$ cat src/rtl/hazard_pkg.sv
// Shared types and constants for the pipeline hazard/stall controller.
package hazard_pkg;

    localparam int unsigned DEFAULT_REG_AW = 5;
    localparam int unsigned LU_CNT_W       = 2;
    localparam int unsigned MDU_CNT_W      = 4;
    localparam logic [31:0] NOP_INSTR      = 32'h0000_0000;

    typedef enum logic [1:0] {
        RUN      = 2'd0,
        LU_HOLD  = 2'd1,
        MEM_WAIT = 2'd2
    } hazardState_t;

endpackage

$ cat src/rtl/hazard_down_counter.sv
// Loadable down-counter with zero flag; load wins over decrement.
module hazard_down_counter #(
    parameter int unsigned W = 4
) (
    input  logic         clk,
    input  logic         rst,
    input  logic         load,
    input  logic [W-1:0] loadVal,
    input  logic         dec,
    output logic [W-1:0] count,
    output logic         zero
);

    always_ff @(posedge clk) begin
        if (rst) begin
            count <= '0;
        end else if (load) begin
            count <= loadVal;
        end else if (dec) begin
            count <= count - W'(1);
        end
    end

    assign zero = (count == '0);

endmodule

$ cat src/rtl/hazard_control_unit.sv
// Hazard/stall controller for the 5-stage MIPS pipeline with branches resolved in ID.
// Handles load-use, branch-operand and HI/LO hazards, memory-wait freeze and taken-branch flush.
module hazard_control_unit
    import hazard_pkg::*;
#(
    parameter int unsigned REG_AW     = DEFAULT_REG_AW,
    parameter int unsigned LU_BUBBLES = 1,
    parameter int unsigned MDU_LAT    = 4,
    parameter int unsigned CNT_W      = 32
) (
    input  logic              clk,
    input  logic              rst,
    input  logic [REG_AW-1:0] id_rs,
    input  logic [REG_AW-1:0] id_rt,
    input  logic              id_use_rs,
    input  logic              id_use_rt,
    input  logic              id_branch,
    input  logic              id_taken,
    input  logic              id_mdu,
    input  logic              id_hilo_rd,
    input  logic [REG_AW-1:0] ex_rd,
    input  logic              ex_reg_write,
    input  logic              ex_mem_read,
    input  logic              ex_mdu_start,
    input  logic [REG_AW-1:0] mem_rd,
    input  logic              mem_mem_read,
    input  logic              mem_access,
    input  logic              mem_ready,
    output logic              pc_write,
    output logic              if_id_write,
    output logic              if_id_flush,
    output logic              id_ex_bubble,
    output logic              pipe_freeze,
    output logic [CNT_W-1:0]  stall_count
);

    hazardState_t state, stateNext, effState;

    logic exMatch, memMatch, freeze, luDetect, branchHaz, mduBusy;
    logic luLoad, luDec, luZero, mduZero;
    logic [LU_CNT_W-1:0]  luCnt;
    logic [MDU_CNT_W-1:0] mduCnt;

    // Register 0 is hardwired, so it never creates a dependency.
    assign exMatch  = (ex_rd != '0) &&
                      ((id_use_rs && (id_rs == ex_rd)) || (id_use_rt && (id_rt == ex_rd)));
    assign memMatch = (mem_rd != '0) &&
                      ((id_use_rs && (id_rs == mem_rd)) || (id_use_rt && (id_rt == mem_rd)));

    assign freeze    = mem_access && !mem_ready;
    assign luDetect  = ex_mem_read && exMatch;
    assign branchHaz = id_branch && ((ex_reg_write && exMatch) || (mem_mem_read && memMatch));
    assign mduBusy   = (id_mdu || id_hilo_rd) && (mduCnt != '0);

    hazard_down_counter #(.W(LU_CNT_W)) luCounter (
        .clk     (clk),
        .rst     (rst),
        .load    (luLoad),
        .loadVal (LU_CNT_W'(LU_BUBBLES - 1)),
        .dec     (luDec),
        .count   (luCnt),
        .zero    (luZero)
    );

    hazard_down_counter #(.W(MDU_CNT_W)) mduCounter (
        .clk     (clk),
        .rst     (rst),
        .load    (ex_mdu_start),
        .loadVal (MDU_CNT_W'(MDU_LAT - 1)),
        .dec     (!freeze && !mduZero),
        .count   (mduCnt),
        .zero    (mduZero)
    );

    always_ff @(posedge clk) begin
        if (rst) begin
            state <= RUN;
        end else begin
            state <= stateNext;
        end
    end

    // The cycle a freeze ends behaves as the state it interrupted, so no bubble is lost.
    always_comb begin
        case (state)
            LU_HOLD:  effState = LU_HOLD;
            MEM_WAIT: effState = luZero ? RUN : LU_HOLD;
            default:  effState = RUN;
        endcase
    end

    always_comb begin
        stateNext    = effState;
        pc_write     = 1'b1;
        if_id_write  = 1'b1;
        if_id_flush  = 1'b0;
        id_ex_bubble = 1'b0;
        pipe_freeze  = 1'b0;
        luLoad       = 1'b0;
        luDec        = 1'b0;
        if (rst) begin
            stateNext = RUN;
        end else if (freeze) begin
            pipe_freeze = 1'b1;
            pc_write    = 1'b0;
            if_id_write = 1'b0;
            stateNext   = MEM_WAIT;
        end else if (effState == LU_HOLD) begin
            pc_write     = 1'b0;
            if_id_write  = 1'b0;
            id_ex_bubble = 1'b1;
            luDec        = 1'b1;
            stateNext    = (luCnt == LU_CNT_W'(1)) ? RUN : LU_HOLD;
        end else if (luDetect) begin
            pc_write     = 1'b0;
            if_id_write  = 1'b0;
            id_ex_bubble = 1'b1;
            luLoad       = 1'b1;
            stateNext    = (LU_BUBBLES > 1) ? LU_HOLD : RUN;
        end else if (branchHaz || mduBusy) begin
            pc_write     = 1'b0;
            if_id_write  = 1'b0;
            id_ex_bubble = 1'b1;
        end else if (id_branch && id_taken) begin
            if_id_flush = 1'b1;
        end
    end

    // Saturating count of cycles in which the PC did not advance.
    always_ff @(posedge clk) begin
        if (rst) begin
            stall_count <= '0;
        end else if (!pc_write && (stall_count != '1)) begin
            stall_count <= stall_count + CNT_W'(1);
        end
    end

endmodule

$ cat config.mk
export PLATFORM = sky130hd
export DESIGN_NAME = hazard_control_unit
export DESIGN_NICKNAME = d
export VERILOG_FILES = /design/src/rtl/hazard_pkg.sv /design/src/rtl/hazard_down_counter.sv /design/src/rtl/hazard_control_unit.sv
export SDC_FILE = /design/constraint.sdc
export NUM_CORES = 1
export LEC_CHECK = 0
export CAP_MARGIN = 20
export CELL_PAD_IN_SITES_DETAIL_PLACEMENT = 1
export CELL_PAD_IN_SITES_GLOBAL_PLACEMENT = 2
export CORE_MARGIN = 3
export CORE_UTILIZATION = 25
export DETAILED_ROUTE_END_ITERATION = 8
export PLACE_DENSITY_LB_ADDON = 0.1
export RECOVER_POWER = 100
export SYNTH_ARGS = -nofsm -noshare
export SYNTH_HDL_FRONTEND = slang
export SYNTH_HIERARCHICAL = 1
export SYNTH_SLANG_ARGS = --single-unit
$ cat constraint.sdc
create_clock -name clk -period 10.81 [get_ports clk]
set_input_delay 3.243 -clock clk [delete_from_list [all_inputs] [get_ports clk]]
set_output_delay 3.243 -clock clk [all_outputs]
set_load 0.01 [all_outputs]
Fig. 1: run 1, routed clock nets over the placement
Scale: 4 px per µm.
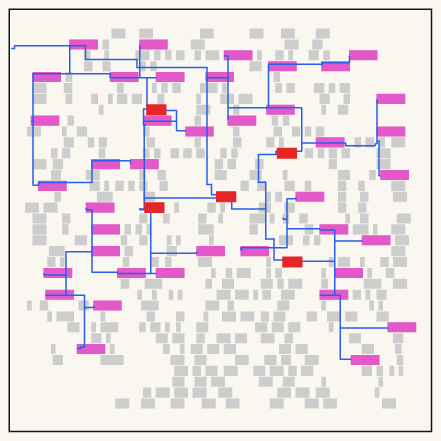
clock-net drivers -> red  # count 5
flip-flops -> magenta  # count 40
clock wires -> blue  # length 677 µm
routed clock nets = 6

Fig. 2: run 1, logic cells by family
Scale: 6 px per µm.
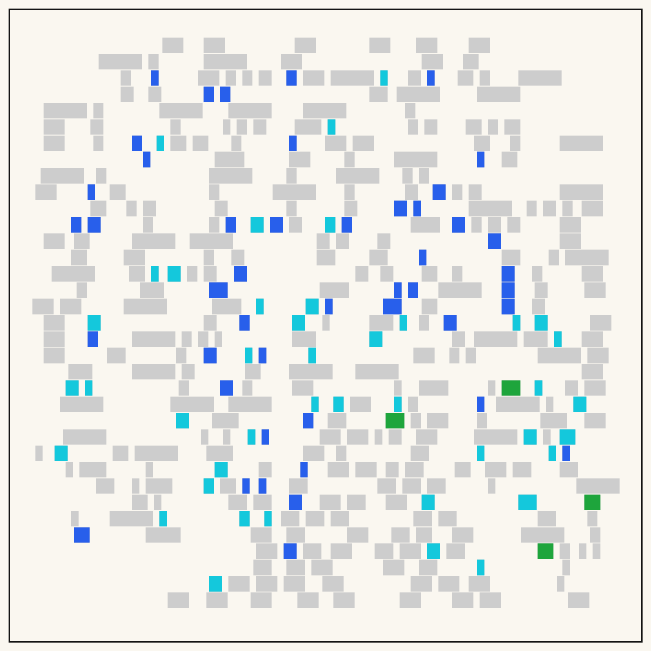
nor cells -> cyan  # cells 42
nand cells -> blue  # cells 46
non-inverting ao/oa cells -> green  # cells 4

Fig. 3: run 1, congestion heat map
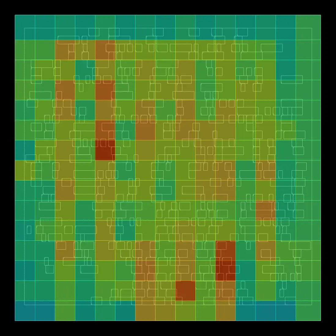
global-route usage over all layers: 0.145
Layout Utilization: 0.355
drt wl/cell: 15.4 µm
GR Util met1: 0.201

==> notes.md, run 1 <==
run results: # rows=35, # Cells Yosys=between 300 and 400, syn_area_per_cell=8.09 µm², Die Ht=105 µm, crit path from=mem_rd[1], crit path capture=if_id_write, Worst-path clk slew=0.07 ns, Basic Gates by Area=0.313, max-capacitance violation count=0, CP max stage cell=clkbuf_1, Post-Place Cells=~500, largest registers=stall_count: 32 flops, mduCounter/count: 4 flops, Synth top cells by count=dfxtp_1, a21oi_1, nor2_1, port bufs=70, vias per cell=between 4 and 5, Sum Neg Setup Slack=0 ns, DRC violations left=0, First-pass DRT Iterations=4, met2 capacity usage during global routing=0.233, Clock power frac=0.306, total CTS buffers=5, buffering overhead=0.213, detailed placement HPWL=5.93 mm, outcome=finished clean, P per Cell Area=between 90 and 100 nW/µm², Combinational Power Share=0.205, multi-input combinational area share=0.462, Netlist Area Pre-Place=~2500 µm², Post-CTS Setup Inserts=0, count of plain and timing-repair buffers=73, Seq/Total Area, Yosys=0.326, CTS max path bufs=2, max-slew violation count=0, Adder Share, Synth=0.0254, family with the most delay on the worst path=buffers and inverters, Critical Setup Path Class=in -> out, register share of the cell area=0.240, worst setup margin=1.13 ns, number of sequential cells=40, Sequential Power Share=0.489, mux cell area share after synthesis=0.0310, Hold Path Depth=2
Fig. 4: run 1, wire density map
Scale: 4 px per µm. 21 x 21 tiles, from white (low) to dark blue (high), scaled to the fullest tile. Values are wire area over tile area, all layers added.
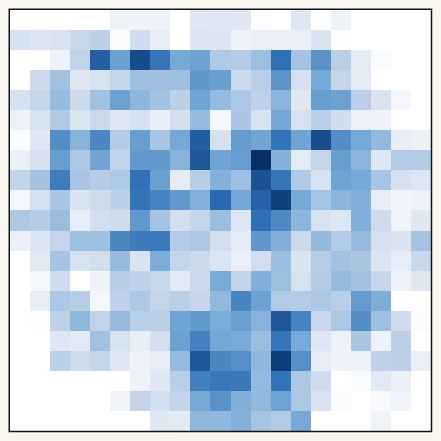

## Run 2: what changed since run 1
CAP_MARGIN = 40   (was 20)
Fig. 5: run 2, wire density map
Scale: 4 px per µm. 21 x 21 tiles, from white (low) to dark blue (high), scaled to the fullest tile. Values are wire area over tile area, all layers added.
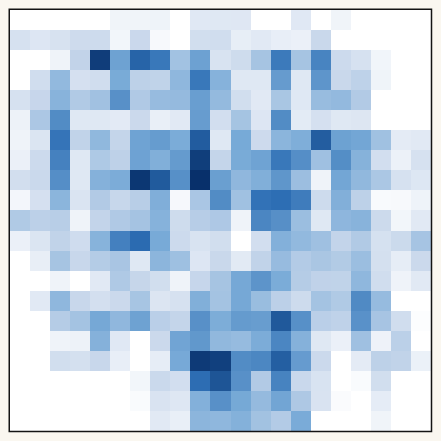
tiles over half the peak = 17%
emptiest ninth of the die = lower left
densest ninth of the die = bottom centre
nearly empty tiles = 18%
mean over tiles = 0.11
fullest tile = 0.38
via count: 2482
Post-Route WL: 7.74 mm
drt wl/cell: 15.3 µm
global-route usage over all layers: 0.143

==> run 2 against run 1 <==
  * The run now ends with capacitance limit, slew limit left
  * Worst hold slack better by 0.0025 ns
  * Sequential power is essentially flat
  * Register-to-register slack better by 0.07 ns
  * Power fell by 0.37%
  * Non-clock buffer count did not move
  * Critical path type unchanged
==> notes.md, run 2 <==
run results: count of plain and timing-repair buffers=73, Area after DPL=3300 µm², met2 WL post-DR=3.56 mm, syn_area_per_cell=8.09 µm², Worst Setup End Kind=output port, P per Cell Area=95.3 nW/µm², FP Core Util=0.261, buffering overhead=0.213, DRC violations left=0, mux cell area share after synthesis=0.0310, Sum Neg Setup Slack=0 ns, Final Critical Period=9.68 ns, number of sequential cells=40, Basic Gates by Area=0.313, max_slew headroom=-0.181, Seq/Total Area, Yosys=0.326, RD Place Congestion=0.791, crit path capture=if_id_write, max-capacitance violation count=1, CP Cell Sequence=dlygate4sd3_1 -> or4_1 -> o211ai_1 -> o221ai_1 -> nor2_1 -> clkbuf_1 -> or2_2 -> dlygate4sd3_1, register share of the cell area=0.240, CP max stage delay=0.69 ns, Worst-path clk slew=0.08 ns, layout cell share with drive strength beyond 1=0.0532, met3 wire length=approximately 180 µm, multi-input combinational area share=0.462, Sequential Power Share=0.491, Layout Utilization=0.355, Clock Sinks=roughly 40, CP max stage cell=clkbuf_1, initial drt markers=70, Combinational Power Share=0.205, # rows=35, Hold Fails Final Rpt=0, crit path from=mem_rd[2], Gate Count Post-Synth=304, most common cell in the netlist=dfxtp_1, Adder Share, Synth=0.0254, Post-CTS Setup Inserts=0, max-slew violation count=14, RSZ-0062 raised after global routing=no, outcome=complete, but fails checks, Die Ht=roughly 110 µm, Critical Setup Path Class=in -> out, family with the most delay on the worst path=buffers and inverters, Clock power frac=0.304, Synth top cells by count=dfxtp_1, a21oi_1, nor2_1, # Cells Yosys=between 300 and 400, total CTS buffers=5, Filler cells=1125, worst setup margin=1.13 ns, Most used DFF post-synth=dfxtp_1, largest registers=stall_count: 32 flops, mduCounter/count: 4 flops, failing checks=capacitance limit, slew limit, Setup Skew=about 0.0043 ns, vias per cell=4.91, Synth cell types=roughly 48, Netlist Area Pre-Place=2460 µm², Hold Path Depth=2, Post-Place Cells=about 500, First-pass DRT Iterations=5, detailed placement HPWL=5.97 mm, port bufs=70
Fig. 6: run 2, congestion heat map
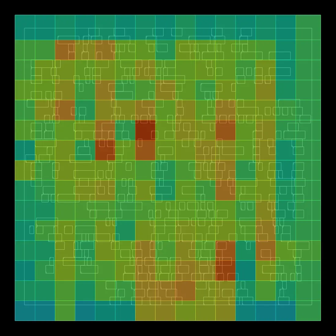
GR Util met1: 0.201
met2 capacity usage during global routing: 0.229
layer with the highest usage: met2
met3 GRT Util: 0.0229

Power and IR drop assume default switching activity.
